<file path="src/rtl/pc_fetch_unit.sv">
// pc_fetch_unit: fetch-stage PC with single-delay-slot redirect, stall-held pending target and branch counters
module pc_fetch_unit #(
    parameter logic [31:0] RESET_PC = 32'h4000_0000
) (
    input  logic        clk,
    input  logic        rst,
    input  logic        stall,
    input  logic        ex_ctrl,
    input  logic        take_branch,
    input  logic [31:0] ex_target,
    input  logic        clear_counters,
    output logic [31:0] pc,
    output logic [31:0] pc_plus4,
    output logic        redirect,
    output logic        misaligned,
    output logic [31:0] branch_count,
    output logic [31:0] taken_count
);
    typedef enum logic {RUN, PENDING} state_t;

    state_t      state;
    logic [31:0] pend_target;
    logic        taken;
    logic [31:0] aligned;

    assign taken    = ex_ctrl & take_branch;
    assign aligned  = {ex_target[31:2], 2'b00};
    assign pc_plus4 = pc + 32'd4;

    always_ff @(posedge clk) begin
        if (rst) begin
            state        <= RUN;
            pc           <= RESET_PC;
            pend_target  <= '0;
            redirect     <= 1'b0;
            misaligned   <= 1'b0;
            branch_count <= '0;
            taken_count  <= '0;
        end else begin
            redirect   <= 1'b0;
            misaligned <= 1'b0;
            // a taken event while PENDING is counted but its target is dropped
            if (state == PENDING) begin
                if (!stall) begin
                    pc       <= pend_target;
                    redirect <= 1'b1;
                    state    <= RUN;
                end
            end else if (taken) begin
                misaligned <= |ex_target[1:0];
                if (stall) begin
                    pend_target <= aligned;
                    state       <= PENDING;
                end else begin
                    pc       <= aligned;
                    redirect <= 1'b1;
                end
            end else if (!stall) begin
                pc <= pc_plus4;
            end
            branch_count <= clear_counters ? '0 : branch_count + {31'd0, ex_ctrl};
            taken_count  <= clear_counters ? '0 : taken_count + {31'd0, taken};
        end
    end
endmodule

</file>
<file path="config.mk">
export PLATFORM = sky130hd
export DESIGN_NAME = pc_fetch_unit
export DESIGN_NICKNAME = d
export VERILOG_FILES = /design/src/rtl/pc_fetch_unit.sv
export SDC_FILE = /design/constraint.sdc
export NUM_CORES = 1
export LEC_CHECK = 0
export ABC_AREA = 1
export ABC_CLOCK_PERIOD_IN_PS = 2100
export CAP_MARGIN = 0
export CORE_MARGIN = 1.5
export CORE_UTILIZATION = 50
export CTS_CLUSTER_SIZE = 14
export DETAILED_ROUTE_END_ITERATION = 12
export PLACE_DENSITY = 0.8
export SYNTH_ARGS = -nofsm -noshare
export SYNTH_HDL_FRONTEND = slang
export SYNTH_SLANG_ARGS = --single-unit
</file>
<file path="constraint.sdc">
create_clock -name clk -period 2.1 [get_ports clk]
set_input_delay 0.42 -clock clk [delete_from_list [all_inputs] [get_ports clk]]
set_output_delay 0.42 -clock clk [all_outputs]
set_load 0.05 [all_outputs]
</file>
Figure 1. Floorplan with the power grid (run 1).
Scale bar: 20 microns. Pins as bars on the die edge. Tap cells in grey.
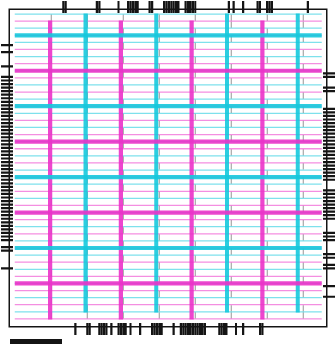
| colour | net |
|---|---|
| magenta | VSS |
| cyan | VDD |
met1 rails: 44
met5 straps: 8
met4 straps: 8
rows: 43
area of the core: 13800 sq um
Peak VDD IR: 0.000569 V
Die W: 121 microns

Figure 2. Cell classes on the final placement (run 1).
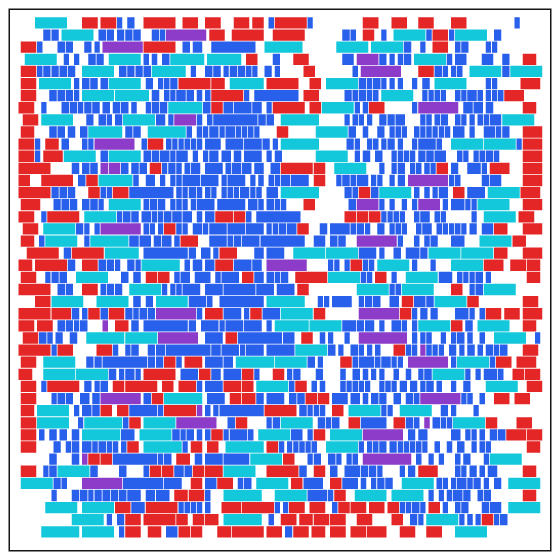
| colour | class | cells | share of their area |
|---|---|---|---|
| red | remaining buffers and delay cells | 255 | 25% |
| blue | combinational and other logic | 912 | 45% |
| cyan | sequential cells | 127 | 24% |
| purple | clock drivers and dummy loads | 31 | 5.5% |
Post-Layout Inst Area: 11000 sq um
final core utilization: 79.9%
sequential portion of the cell area: 23.8%

==> flow_metrics.env, run 1 <==
# implementation run metrics
export IMPL_wl_per_cell_microns=17.2
export IMPL_powerDensity_nw_per_um2=620
export IMPL_final_min_clock_period_ns=2.33
export IMPL_violations="setup timing"
export IMPL_maxSlewHeadroom_pct=62.9
export IMPL_drtPass1Iterations=7
export IMPL_required_ns=1.68
export IMPL_fmax_mhz=428
export IMPL_clkPwrFrac_pct=44.5
export IMPL_route_detailed_drc=0
export IMPL_warnings=29
export IMPL_fin_ws_ns=-0.235
export IMPL_cp_slowest_cell="dfxtp_4"
export IMPL_dp_slack_ns=-0.225
export IMPL_rows=43
export IMPL_swShare_pct=28.3
export IMPL_finalSetupViolations=27
export IMPL_clk_pin_slew_ns=0.06
export IMPL_register_area_sq_um=2620
export IMPL_diodes=0
export IMPL_combinationalPowerShare_pct=17.7
export IMPL_critical_path_class="reg -> out"
export IMPL_nNetsFinal=1356
export IMPL_critPathMostFrequentCell="nor2_4"
export IMPL_syn_cell_area_sq_um=6990
export IMPL_p_total_mw=6.83
export IMPL_synth_cells=1071
export IMPL_io_pins=168
export IMPL_track_usage_pct=33.2
export IMPL_cpLargestDelayFamily="simple AND/OR/NAND/NOR gates"
export IMPL_antenna_found_initial=0
export IMPL_crit_chain="buf_6 > clkinvlp_4 > nor2_4 > nand2_4 > nor2_4 > nand3b_1 > nand2_2 > buf_12"
export IMPL_vias_per_cell=5.61
export IMPL_worstMarginPinSlew_ns=0.559
export IMPL_finalNonFillerCells=1505
export IMPL_outcome="finished, violations left"
export IMPL_logic_area_sq_um=4400
export IMPL_antenna_left=0
export IMPL_postCtsHoldBufs=0
export IMPL_io_buffers=163
export IMPL_fp_util_pct=50.7
export IMPL_cts_inserted_buffers=17
export IMPL_dpl_hpwl_mm=16.7
export IMPL_clock_sinks=127
export IMPL_slowest_delay_ns=0.36
export IMPL_ys_seq_elements=127
export IMPL_internal_power_mw=4.90
Figure 3. Clock network drawn from the DEF (run 1).
Scale bar: 20 microns.
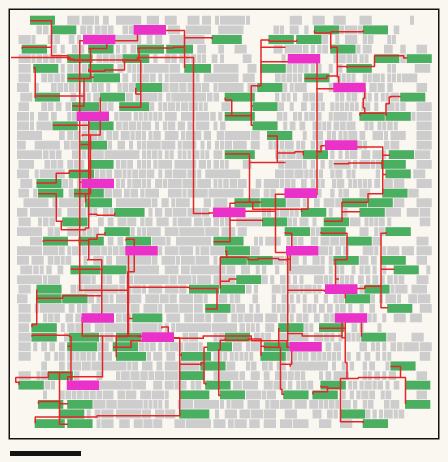
[magenta] clock drivers | count: 17
[green] flip-flops | count: 127
[red] clock wires | length: 1820 microns
flops lie: widely spread
Clock group: 3.04 mW
Clock Latency Late Sink: 0.44 ns
clk_skew: 0.0112 ns

-- run 1: worst min-delay path, stage by stage, from the launching register on --
cell     delay, ns
dfxtp_1       0.32
nand2_1       0.07
a21oi_1       0.05
-- run 1: cell type report --
cell class	count	share of cell area (%)
Multi-Input combinational cell	784	40.0
Timing Repair Buffer	255	24.3
Sequential cell	127	23.8
Clock buffer	27	4.76
Inverter	128	4.42
Tap cell	180	2.05
Clock inverter	4	0.659
-- run 1: registers in the layout (all words and copies together) (netlist names) --
register,count
branch_count,32
taken_count,32
pc,30
pend_target,30
misaligned,1
redirect,1
state,1
-- run 1: cells by family after synthesis --
kind of cell	synth area share, %
other	0.0537
buffers and inverters	9.11
adders and majority gates	0.895
and+or+nand+nor	33.1
xor gates and xnor gates	3.63
DFF	36.4
AOI/OAI and AO/OA	16.8
-- run 1: final timing paths --
path | start | slack, ns | cells after the start | to
worst max-delay path | pc[2] | -0.23 | 8 | pc_plus4[21]
worst min-delay path | branch_count[31] | 0.49 | 2 | branch_count[31]
worst max register to register | pc[2] | 0.40 | 10 | pc[21]
worst min register to register | branch_count[31] | 0.49 | 2 | branch_count[31]
-- run 1: Yosys cell counts, drive strengths merged --
cell	number
nor3	31
buf	14
nand3b	15
o22ai	1
or2	2
ha	5
nor2	153
a221oi	1
nand3	39
a31oi	3
xor2	15
nand2	272
conb	1
inv	128
o221ai	3
nand4	11
a21oi	120
xnor2	8
dfxtp	127
o31ai	1
o21ai	97
o21a	3
clkbuf	21
-- run 1: power by group through the flow --
stage          Clock, mW  Sequential [mW]  Combinational, mW
2_1_floorplan          0             2.77              0.460
3_3_place_gp           0             2.62               1.08
3_5_place_dp           0             2.63               1.09
4_1_cts             3.02             2.57               1.14
5_1_grt             3.15             2.59               1.26
6_report            3.04             2.58               1.21
-- run 1: metal layers --
| layer | global-route usage (%) | wire (microns) | part of all wire (%) |
|---|---|---|---|
| met5 | 0 | 0 | 0 |
| met4 | 15.8 | 1010 | 3.9 |
| met3 | 6.20 | 2170 | 8.4 |
| met2 | 56.0 | 12400 | 48 |
| met1 | 40.8 | 10300 | 40 |
-- run 1: repair_timing --
item / 4_1_cts / 5_1_grt
hold endpoints to repair: 0 / 0
gates resized: 118 / 76
pin swaps: 37 / 45
setup buffers: 25 / 13
endpoints found under the setup margin: 57 / 50
Figure 4. Clock nets (run 1).
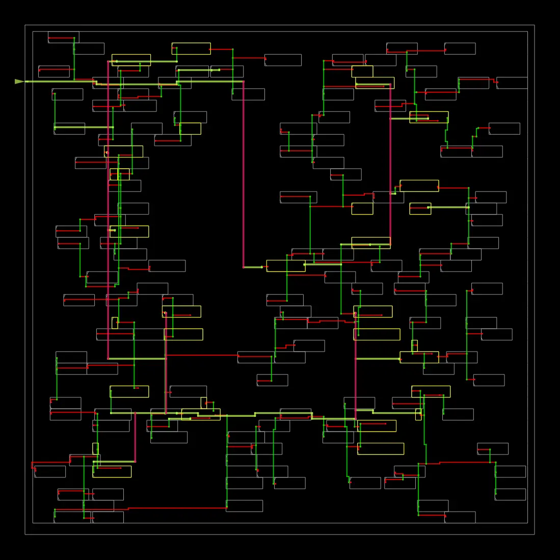

==> run 1 -> run 2 <==
Settings changed: CTS_BUF_LIST set to sky130_fd_sc_hd__clkbuf_4 sky130_fd_sc_hd__clkbuf_8.
Figure 5. Clock nets (run 2).
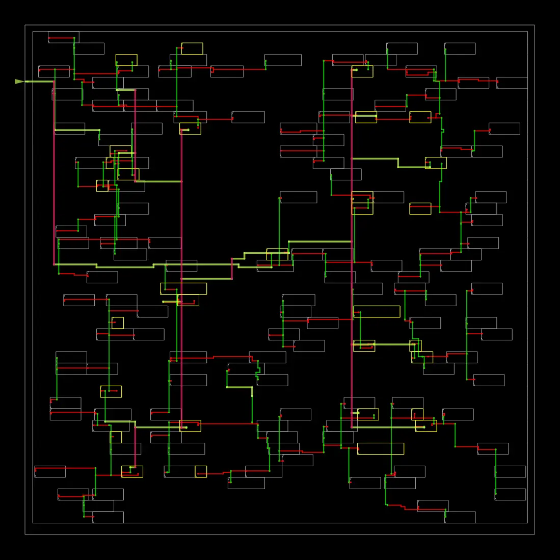
total CTS buffers: 17
clk_skew: 0.0117 ns

==> flow_metrics.env, run 2 <==
# implementation run metrics
export IMPL_outcome="finished, violations left"
export IMPL_violations="setup timing"
export IMPL_ys_top_cells_by_count="263 x nand2_1, 136 x nor2_1, 127 x dfxtp_1"
export IMPL_wl_per_cell_microns=16.8
export IMPL_dpl_hpwl_mm=16.7
export IMPL_finalNonFillerCells=1517
export IMPL_clock_sinks=127
export IMPL_warnings=29
export IMPL_crit_chain="buf_6 > clkinvlp_4 > nor2_4 > nand2_4 > nor2_4 > xor2_4 > buf_12"
export IMPL_diodes=0
export IMPL_io_buffers=163
export IMPL_final_min_clock_period_ns=2.40
export IMPL_swShare_pct=29.7
export IMPL_dpl_cell_count=1440
export IMPL_rsz0062_at_grt="true"
export IMPL_synthDistinctLibCells=36
export IMPL_critPathMostFrequentCell="nor2_4"
export IMPL_powerDensity_nw_per_um2=563
export IMPL_slowest_delay_ns=0.37
export IMPL_reg_largest_list="branch_count x32, taken_count x32"
export IMPL_dieArea_sq_um=14700
export IMPL_ir_drop_v=0.000387
export IMPL_ys_top_cells_by_area="dfxtp_1 36%, nand2_1 14%, a21oi_1 8.6%"
export IMPL_tns_ns=-4.71
export IMPL_post_synth_top_count_cell="nand2_1"
export IMPL_ys_seq_elements=127
export IMPL_core_area_sq_um=13800
export IMPL_synthArstFlopShare_pct=0
export IMPL_fp_util_pct=50.7
export IMPL_overflow=0
export IMPL_ys_dominant_reg_cell="dfxtp_1"
export IMPL_nNetsFinal=1368
export IMPL_yosysCellCount=1071
export IMPL_fin_ws_ns=-0.303
export IMPL_dp_slack_ns=-0.225
export IMPL_antenna_left=0
export IMPL_internal_power_mw=4.33
export IMPL_combinationalPowerShare_pct=19.8
export IMPL_fmax_mhz=416
export IMPL_xor_share_pct=3.63
export IMPL_logic_family="simple AND/OR/NAND/NOR gates"
export IMPL_antenna_found_initial=0
export IMPL_synth_area_mux_share_pct=0
export IMPL_maxSlewHeadroom_pct=63.2
export IMPL_yosys_area_sq_um=6990
export IMPL_finalSetupViolations=27
export IMPL_critical_path_class="reg -> out"
export IMPL_edf_count=0
export IMPL_lay_top_count="nand2_1"
export IMPL_clkLatencyLatePin_ns=0.47
export IMPL_routed_wl_mm=25.5
export IMPL_synth_cells=1071
export IMPL_die_w_microns=121
export IMPL_p_total_mw=6.15
export IMPL_syn_cell_area_sq_um=6990
export IMPL_ys_sh_adder_pct=0.895
export IMPL_clk_pin_slew_ns=0.07
export IMPL_synth_top_cell_area_share_pct=36.4
export IMPL_worstMarginPinSlew_ns=0.555
export IMPL_vias_per_cell=5.57
export IMPL_required_ns=1.68
export IMPL_cpLargestDelayFamily="simple AND/OR/NAND/NOR gates"
export IMPL_synthAoiAreaFrac_pct=16.8
export IMPL_htreeDepth=4
export IMPL_yosys_area_share_simple_pct=33.1
export IMPL_route_detailed_drc=0
export IMPL_critPathBufInv=3
export IMPL_clkPwrFrac_pct=38.2
export IMPL_cp_slowest_cell="dfxtp_4"
export IMPL_track_usage_pct=32.7
export IMPL_drtPass1Iterations=6
export IMPL_io_pins=168
Figure 6. Cell classes on the final placement (run 2).
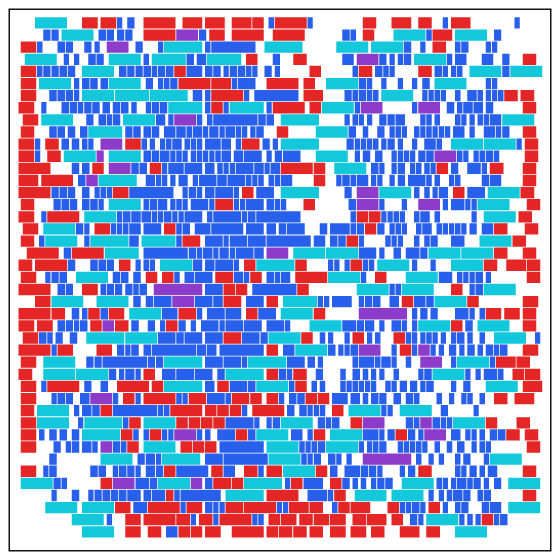
| colour | class | cells | share of their area |
|---|---|---|---|
| red | remaining buffers and delay cells | 267 | 25% |
| cyan | sequential cells | 127 | 25% |
| blue | combinational and other logic | 912 | 46% |
| purple | clock drivers and dummy loads | 31 | 4.0% |
Post-Layout Inst Area: 10900 sq um
sequential portion of the cell area: 24.0%
row count: 43
final core utilization: 79.3%

==> run 2: cell count changes in the layout (fill, tap and decap cells not counted), sizes merged <==
cell | previous run | this run
bufinv | 2 | 3
dlygate4sd2 | 27 | 61
clkdlybuf4s50 | 77 | 48
buf | 129 | 140
dlymetal6s2s | 22 | 17
==> run 2: through the flow <==
step | util, % | instance area [sq um]
floorplan | - | 7200
global placement | 69.9 | 9630
detailed placement | 69.9 | 9630
CTS | 77.1 | 10600
global route | 79.3 | 10900
finish | 79.3 | 10900
==> run 2: cells by family (layout without fill, tap and decap cells) <==
family | after synthesis | count (layout)
compound gates | 229 | 229
xor+xnor | 23 | 23
fa+ha+maj | 5 | 5
buf+inv | 163 | 426
flops | 127 | 127
other cells | 1 | 4
simple gates | 523 | 523
==> run 2: power by group through the flow <==
stage / sequential (mW) / combinational (mW) / clock (mW)
after floorplan: 2.77 / 0.460 / 0
after global placement: 2.62 / 1.08 / 0
after detailed placement: 2.63 / 1.09 / 0
after CTS: 2.57 / 1.17 / 2.34
after global routing: 2.58 / 1.27 / 2.47
final: 2.58 / 1.22 / 2.35
==> run 2: path summary, 6_finish.rpt <==
kind	start	to	slack, ns	depth (start not counted)
worst max-delay path	pc[2]	pc_plus4[13]	-0.30	7
worst min-delay path	branch_count[31]	branch_count[31]	0.49	2
worst max register to register	pc[3]	pc[10]	0.37	9
worst min register to register	branch_count[31]	branch_count[31]	0.49	2
==> run 2: final cells by class <==
type                       instances  area (sq um)
timing repair buffer             267          2730
tap                              180           225
clock inverter                     5           103
clock buffer                      26           327
fill                             963          2850
sequential                       127          2630
inverter                         128           489
multi-input combinational        784          4430
==> run 2: per-layer routing <==
metal	routed length (microns)	GRT usage, %
met1	10200	40.3
met2	12000	55.2
met3	2110	6.02
met4	1140	15.9
met5	0	0
==> run 2: repair_timing <==
action	4_1_cts	5_1_grt
buffers inserted	36	16
hold buffers	0	0
gates resized	167	69
endpoints found under the setup margin	94	43
pin swaps	46	46
==> run 2: tightest hold or removal path, cell delays in order, from the launching register on <==
cell     delay (ns)
dfxtp_1        0.33
nand2_1        0.07
a21oi_1        0.05
Figure 7. Clock network drawn from the DEF (run 2).
Scale bar: 20 microns.
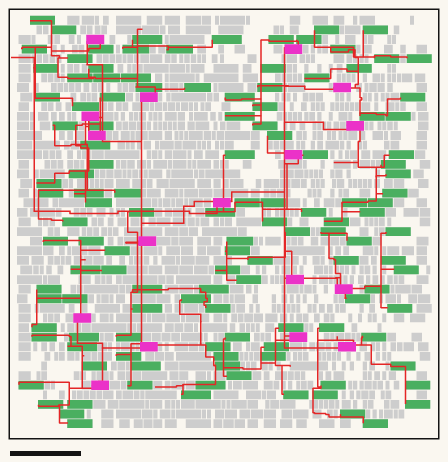

==> run 2 -> run 3 <==
Settings changed: CTS_BUF_LIST sky130_fd_sc_hd__clkbuf_4 sky130_fd_sc_hd__clkbuf_8 to sky130_fd_sc_hd__clkbuf_8.
Figure 8. Clock network drawn from the DEF (run 3).
Scale bar: 20 microns.
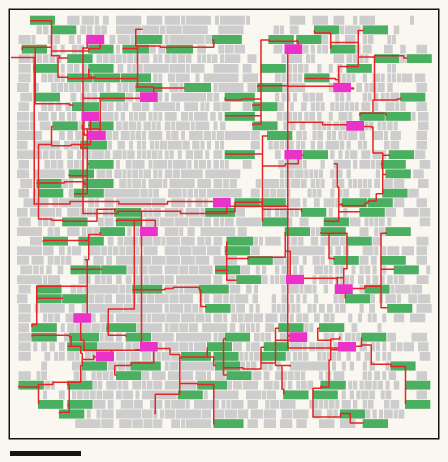
[red] clock wires | length: 1770 microns
[magenta] clock drivers | count: 17
[green] flip-flops | count: 127
flops lie: widely spread
routed clock nets: 18
Clock group: 2.26 mW
clk_skew: 0.0118 ns

==> flow_metrics.env, run 3 <==
# implementation run metrics
export IMPL_yosys_area_share_simple_pct=33.1
export IMPL_lay_top_count="nand2_1"
export IMPL_required_ns=1.68
export IMPL_r2r_slack_ns=0.43
export IMPL_finalSetupViolations=27
export IMPL_antenna_left=0
export IMPL_hold_path_endpoint="branch_count[31]"
export IMPL_rsz0062_at_grt="true"
export IMPL_syn_cell_area_sq_um=6990
export IMPL_register_area_sq_um=2620
export IMPL_dieArea_sq_um=14700
export IMPL_synthDistinctLibCells=36
export IMPL_ys_sh_adder_pct=0.895
export IMPL_min_from="branch_count[31]"
export IMPL_ys_top_cells_by_count="263 x nand2_1, 136 x nor2_1, 127 x dfxtp_1"
export IMPL_antenna_found_initial=0
export IMPL_worstMarginPinSlew_ns=0.558
export IMPL_fin_ws_ns=-0.264
export IMPL_yosysCellCount=1071
export IMPL_logic_area_sq_um=4420
export IMPL_rr_endpoint="pc[10]"
export IMPL_p_total_mw=6.06
export IMPL_rr_worst_depth=9
export IMPL_logic_family="simple AND/OR/NAND/NOR gates"
export IMPL_clk_pin_slew_ns=0.07
export IMPL_fillers=978
export IMPL_xor_share_pct=3.63
export IMPL_wl_per_cell_microns=16.8
export IMPL_final_min_clock_period_ns=2.36
export IMPL_overflow=0
export IMPL_reg_largest_list="branch_count x32, taken_count x32"
export IMPL_maxSlewHeadroom_pct=63.0
export IMPL_synth_top_cell_area_share_pct=36.4
export IMPL_timing_rr_start="pc[3]"
export IMPL_post_synth_top_count_cell="nand2_1"
export IMPL_die_w_microns=121
export IMPL_violations="setup timing"
export IMPL_nNetsFinal=1368
export IMPL_tns_ns=-4.33
export IMPL_core_area_sq_um=13800
export IMPL_fp_util_pct=50.7
export IMPL_whs_path_depth=2
export IMPL_io_pins=168
export IMPL_dpl_hpwl_mm=16.7
export IMPL_track_usage_pct=32.4
export IMPL_outcome="finished, violations left"
export IMPL_edf_count=0
export IMPL_ir_drop_v=0.000424
export IMPL_ys_seq_elements=127
export IMPL_synthArstFlopShare_pct=0
export IMPL_drtPass1Iterations=7
export IMPL_diodes=0
export IMPL_io_buffers=163
export IMPL_warnings=29
export IMPL_first_global_vias=7659
export IMPL_critical_path_class="reg -> out"
export IMPL_yosys_area_sq_um=6990
export IMPL_synth_cells=1071
export IMPL_vias_per_cell=5.54
export IMPL_route_detailed_drc=0
export IMPL_ys_dominant_reg_cell="dfxtp_1"
export IMPL_rows=43
export IMPL_synth_area_mux_share_pct=0
export IMPL_powerDensity_nw_per_um2=556
Figure 9. Clock nets (run 3).
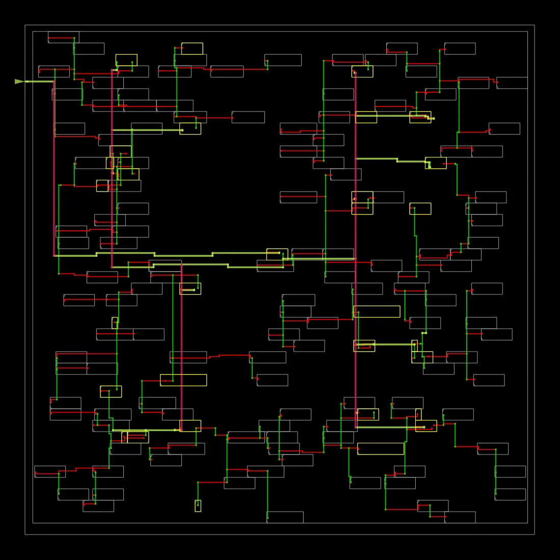
Clock Latency Late Sink: 0.47 ns
CTS Sinks: 127

run 3: cell counts after synthesis:
Identical to the previous run, type by type.
run 3: layer usage:
metal  GRT usage (%)  up-vias  wire, microns
met4            16.0        0           1070
met5               0        -              0
met2            54.1      445          12100
met3            6.34      102           1990
li1                -     3971              -
met1            40.0     3881          10300
run 3: power by group:
group	internal [mW]	leakage, nW	switching (mW)
Sequential	2.48	1.05	0.0951
Clock	1.27	0.224	0.990
Combinational	0.491	3.55	0.734
run 3: worst max path at each step:
stage	start	slack [ns]	cells past startpoint	endpoint
final	pc[22]	-0.26	8	pc_plus4[26]
after global routing	pc[2]	-0.31	9	pc_plus4[21]
after CTS	pc[2]	-0.23	9	pc_plus4[21]
after detailed placement	ex_ctrl	-0.23	12	branch_count[16]
after global placement	ex_ctrl	-0.15	12	branch_count[16]
after floorplan	pc[2]	-0.02	5	pc_plus4[13]
run 3: per-stage QoR:
step / cells / util (%) / worst slack (ns) / area (sq um)
after global routing: 1517 / 79.2 / -0.309 / 10900
after CTS: 1506 / 76.9 / -0.235 / 10600
final: 1517 / 79.2 / -0.264 / 10900
after detailed placement: 1440 / 69.9 / -0.225 / 9630
after global placement: 1440 / 69.9 / -0.146 / 9630
after floorplan: 1074 / - / -0.0227 / 7200
run 3: area by class of cell:
class / instances / area share (%)
multi-input cells: 784 / 40.5
clock buffers: 21 / 2.65
inverters: 128 / 4.48
flip-flops and latches: 127 / 24.0
well taps: 180 / 2.06
clock inverters: 10 / 1.11
repair buffers: 267 / 25.1
run 3: cells by family (layout without fill, tap and decap cells):
group,Yosys count,in the layout
other cells,1,4
fa+ha+maj,5,5
flops,127,127
xor+xnor,23,23
buf+inv,163,426
compound gates,229,229
simple gates,523,523
run 3: timing repair:
item / 4_1_cts / 5_1_grt
pin swaps: 43 / 41
resized: 159 / 72
buffers inserted: 36 / 12
endpoints found under the setup margin: 90 / 46
hold buffers: 0 / 0
run 3: critical path, stage by stage (launching register included):
cell	delay, ns
dfxtp_2	0.44
nand2_1	0.12
nor2_1	0.17
nand2_1	0.08
nor2_1	0.22
nand2_1	0.12
nand2_1	0.10
nand2_2	0.08
buf_12	0.15
Power figures rest on the tool's default switching activity, not on a simulated workload.
